===== src/rtl/memif_pkg.sv =====
// Shared defaults and types for the MEMIF fifo-side controller.
package memif_pkg;
  localparam int DWIDTH_DEF = 32;
  localparam int AWIDTH_DEF = 4;
  localparam int OBUF_DEPTH = 2;

  typedef logic [AWIDTH_DEF:0]   ptr_t;
  typedef logic [AWIDTH_DEF+1:0] level_t;
endpackage


===== src/rtl/memif_obuf2.sv =====
// Two-entry ordered output buffer: push side is unconditional (the caller
// guarantees room), pop side is valid/ready.
module memif_obuf2 import memif_pkg::*; #(
  parameter int DWIDTH = DWIDTH_DEF
) (
  input  logic              clk,
  input  logic              rst,
  input  logic              push,
  input  logic [DWIDTH-1:0] push_data,
  output logic              out_valid,
  input  logic              out_ready,
  output logic [DWIDTH-1:0] out_data,
  output logic [1:0]        cnt
);
  logic [DWIDTH-1:0] head, tail;
  logic              pop;

  assign out_valid = (cnt != 2'd0);
  assign pop       = out_valid && out_ready;
  assign out_data  = head;

  always_ff @(posedge clk) begin
    if (rst) begin
      cnt <= '0;
    end else begin
      case ({push, pop})
        2'b10: begin
          if (cnt == 2'd0) head <= push_data;
          else             tail <= push_data;
          cnt <= cnt + 2'd1;
        end
        2'b01: begin
          head <= tail;
          cnt  <= cnt - 2'd1;
        end
        // Simultaneous push/pop: the new word lands behind whatever survives.
        2'b11: begin
          if (cnt == 2'd2) begin
            head <= tail;
            tail <= push_data;
          end else begin
            head <= push_data;
          end
        end
        default: ;
      endcase
    end
  end
endmodule


===== src/rtl/memif_fifo_ctrl.sv =====
// FIFO controller for the MEMIF fifo 0 port: pointer bookkeeping, read prefetch
// through a 1-cycle synchronous-read memory into a 2-entry output buffer.
module memif_fifo_ctrl import memif_pkg::*; #(
  parameter int DWIDTH = DWIDTH_DEF,
  parameter int AWIDTH = AWIDTH_DEF
) (
  input  logic              clk,
  input  logic              rst,
  input  logic              in_valid,
  output logic              in_ready,
  input  logic [DWIDTH-1:0] in_data,
  output logic              out_valid,
  input  logic              out_ready,
  output logic [DWIDTH-1:0] out_data,
  output logic [AWIDTH+1:0] level,
  output logic [AWIDTH-1:0] f0_waddr,
  output logic [DWIDTH-1:0] f0_wdata,
  output logic              f0_write,
  output logic [AWIDTH-1:0] f0_raddr,
  input  logic [DWIDTH-1:0] f0_rdata
);
  localparam int DEPTH = 2**AWIDTH;
  localparam int PW    = AWIDTH + 1;
  localparam int LW    = AWIDTH + 2;

  logic [PW-1:0] wr_ptr, rd_ptr, mem_cnt;
  logic [LW-1:0] level_q;
  logic          rd_inflight, push, pop, rd_en, ob_valid;
  logic [1:0]    ob_cnt;
  logic [2:0]    ob_occ;

  assign mem_cnt  = wr_ptr - rd_ptr;
  assign in_ready = !rst && (mem_cnt != PW'(DEPTH));
  assign push     = in_valid && in_ready;

  assign out_valid = !rst && ob_valid;
  assign pop       = out_valid && out_ready;

  // Buffer slots still committed after this cycle's pop; a new read needs one free.
  assign ob_occ = {1'b0, ob_cnt} + {2'b00, rd_inflight} - {2'b00, pop};
  assign rd_en  = !rst && (mem_cnt != '0) && (ob_occ < 3'(OBUF_DEPTH));

  assign f0_write = push;
  assign f0_waddr = wr_ptr[AWIDTH-1:0];
  assign f0_wdata = in_data;
  assign f0_raddr = rd_ptr[AWIDTH-1:0];

  assign level = rst ? '0 : level_q;

  always_ff @(posedge clk) begin
    if (rst) begin
      wr_ptr      <= '0;
      rd_ptr      <= '0;
      rd_inflight <= 1'b0;
      level_q     <= '0;
    end else begin
      if (push)  wr_ptr <= wr_ptr + PW'(1);
      if (rd_en) rd_ptr <= rd_ptr + PW'(1);
      rd_inflight <= rd_en;
      level_q     <= level_q + LW'(push) - LW'(pop);
    end
  end

  memif_obuf2 #(.DWIDTH(DWIDTH)) u_obuf (
    .clk       (clk),
    .rst       (rst),
    .push      (rd_inflight),
    .push_data (f0_rdata),
    .out_valid (ob_valid),
    .out_ready (out_ready),
    .out_data  (out_data),
    .cnt       (ob_cnt)
  );
endmodule


===== config.mk =====
export PLATFORM = sky130hd
export DESIGN_NAME = memif_fifo_ctrl
export DESIGN_NICKNAME = d
export VERILOG_FILES = /design/src/rtl/memif_pkg.sv /design/src/rtl/memif_obuf2.sv /design/src/rtl/memif_fifo_ctrl.sv
export SDC_FILE = /design/constraint.sdc
export NUM_CORES = 1
export LEC_CHECK = 0
export CORE_UTILIZATION = 50
export CTS_BUF_LIST = sky130_fd_sc_hd__clkbuf_4
export DETAILED_ROUTE_END_ITERATION = 6
export PLACE_DENSITY = 0.87
export SLEW_MARGIN = 40
export SYNTH_ARGS = -nofsm -noshare
export SYNTH_HDL_FRONTEND = slang
export SYNTH_HIERARCHICAL = 1
export SYNTH_SLANG_ARGS = --single-unit

===== constraint.sdc =====
create_clock -name clk -period 9.5 [get_ports clk]
set_input_delay 1.9 -clock clk [delete_from_list [all_inputs] [get_ports clk]]
set_output_delay 1.9 -clock clk [all_outputs]
set_load 0.1 [all_outputs]

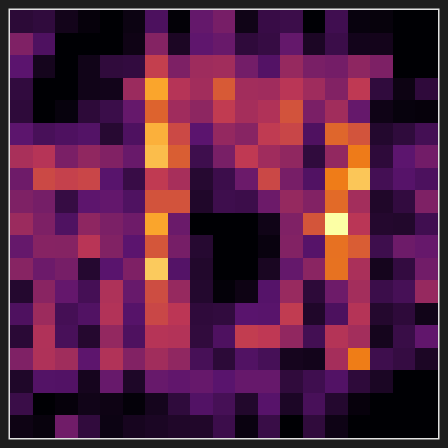
*Routed metal per tile*
The die is cut into 19 by 19 equal tiles; black is low, pale yellow is high, scaled to the fullest tile. Values are wire area over tile area, all layers added.
tiles over half the peak	11%
fullest tile	0.60
nearly empty tiles	11%
mean over tiles	0.15

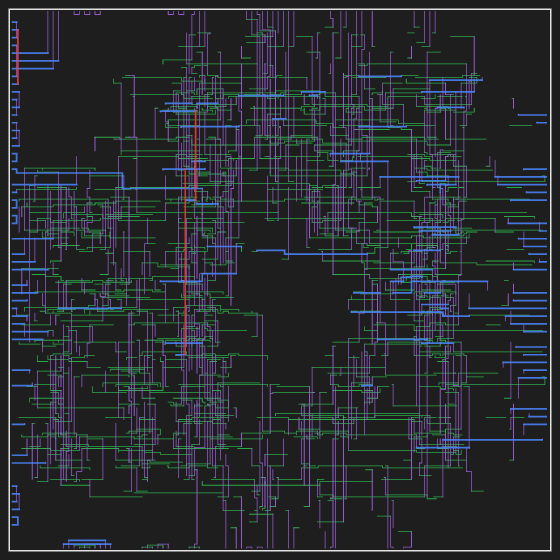
*Signal wires by layer*
color	layer	wire length
purple	metal 2	4200 um
red	metal 4	57.8 um
green	metal 1	3670 um
blue	metal 3	645 um

==> job_summary.md <==
### Yosys + OpenROAD results

| Metric | Value |
|---|---|
| Pin count of the biggest net entering global routing | 66 |
| Post-synth top cells | edfxtp_1, a32oi_1, buf_4 |
| Gate Area | 0.00160 sq mm |
| CP Max Fanout | 9 |
| Worst Reg2Reg Path Length in Cells | 14 |
| Setup Buffers After CTS | 0 |
| Die width | 95.0 um |
| MUX area fraction | 0.463% |
| Area grow syn2layout | 13.3% |
| CP Capture Type | primary output |
| Top Layout Cells | edfxtp_1, a32oi_1, buf_2 |
| EDFF count, synth | 64 |
| Placed instance area | 0.00473 sq mm |
| Port bufs | 84 |
| Design Area, Final | 0.00489 sq mm |
| Min-delay src | rd_ptr[4] |
| Met3 routed WL | 645 um |
| Skew final | 0.0220 ns |
| Yosys simple share | 8.66% |
| Sw Ratio | 50.2% |
| Clock-cell share of area | 3.43% |
| Final period util | 53.0% |
| Int Pwr | 799 uW |
| Leakage | 0.00183 uW |
| Vias in the first global route | 2866 |
| # clk buffers | 9 |
| Status | finished, final reports clean |
| Startpoint types | primary input |
| Flop+latch power | 523 uW |
| Count leader, synth | edfxtp_1 |
| Die ar. | 0.00902 sq mm |
| End point of the critical path | f0_write |
| Latency at later pin | 0.42 ns |
| RePlAce Congestion | 0.790 |
| Clock power frac | 14.7% |
| M1 wire length | 3670 um |
| Most used DFF post-synth | edfxtp_1 |
| Mapped Area | 0.00432 sq mm |
| Slack of the critical path | 4.47 ns |
| Maximum clock path buffer count | 2 |
| Yosys adder share | 5.85% |
| Fmax | 0.199 GHz |
| First-pass GRT wire length | 13500 um |
| Register share after synthesis | 53.3% |
| Via count | 3110 |
| Comb power frac | 52.7% |
| Share of power burned in registers | 32.6% |
| # rows | 33 |
| Multi-input gates | 209 |
| Max_slew headroom | 52.7% |
| Tmin final | 5.03 ns |
| Core Box Area | 0.00830 sq mm |
| Sw Pwr | 805 uW |
| Worst Hold Class | reg -> reg |
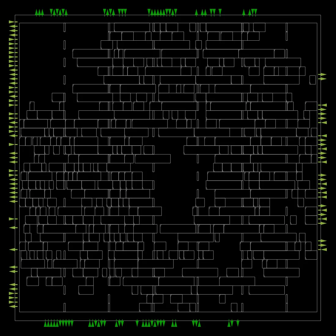
*Placed standard cells*
number of fillers in the final layout: 651
Core Util, Final: 59.0%
flop count: 83
well tap count: 105
post-route insts no fill: 520

No activity file was given, so power comes from the tool's default toggle rates.
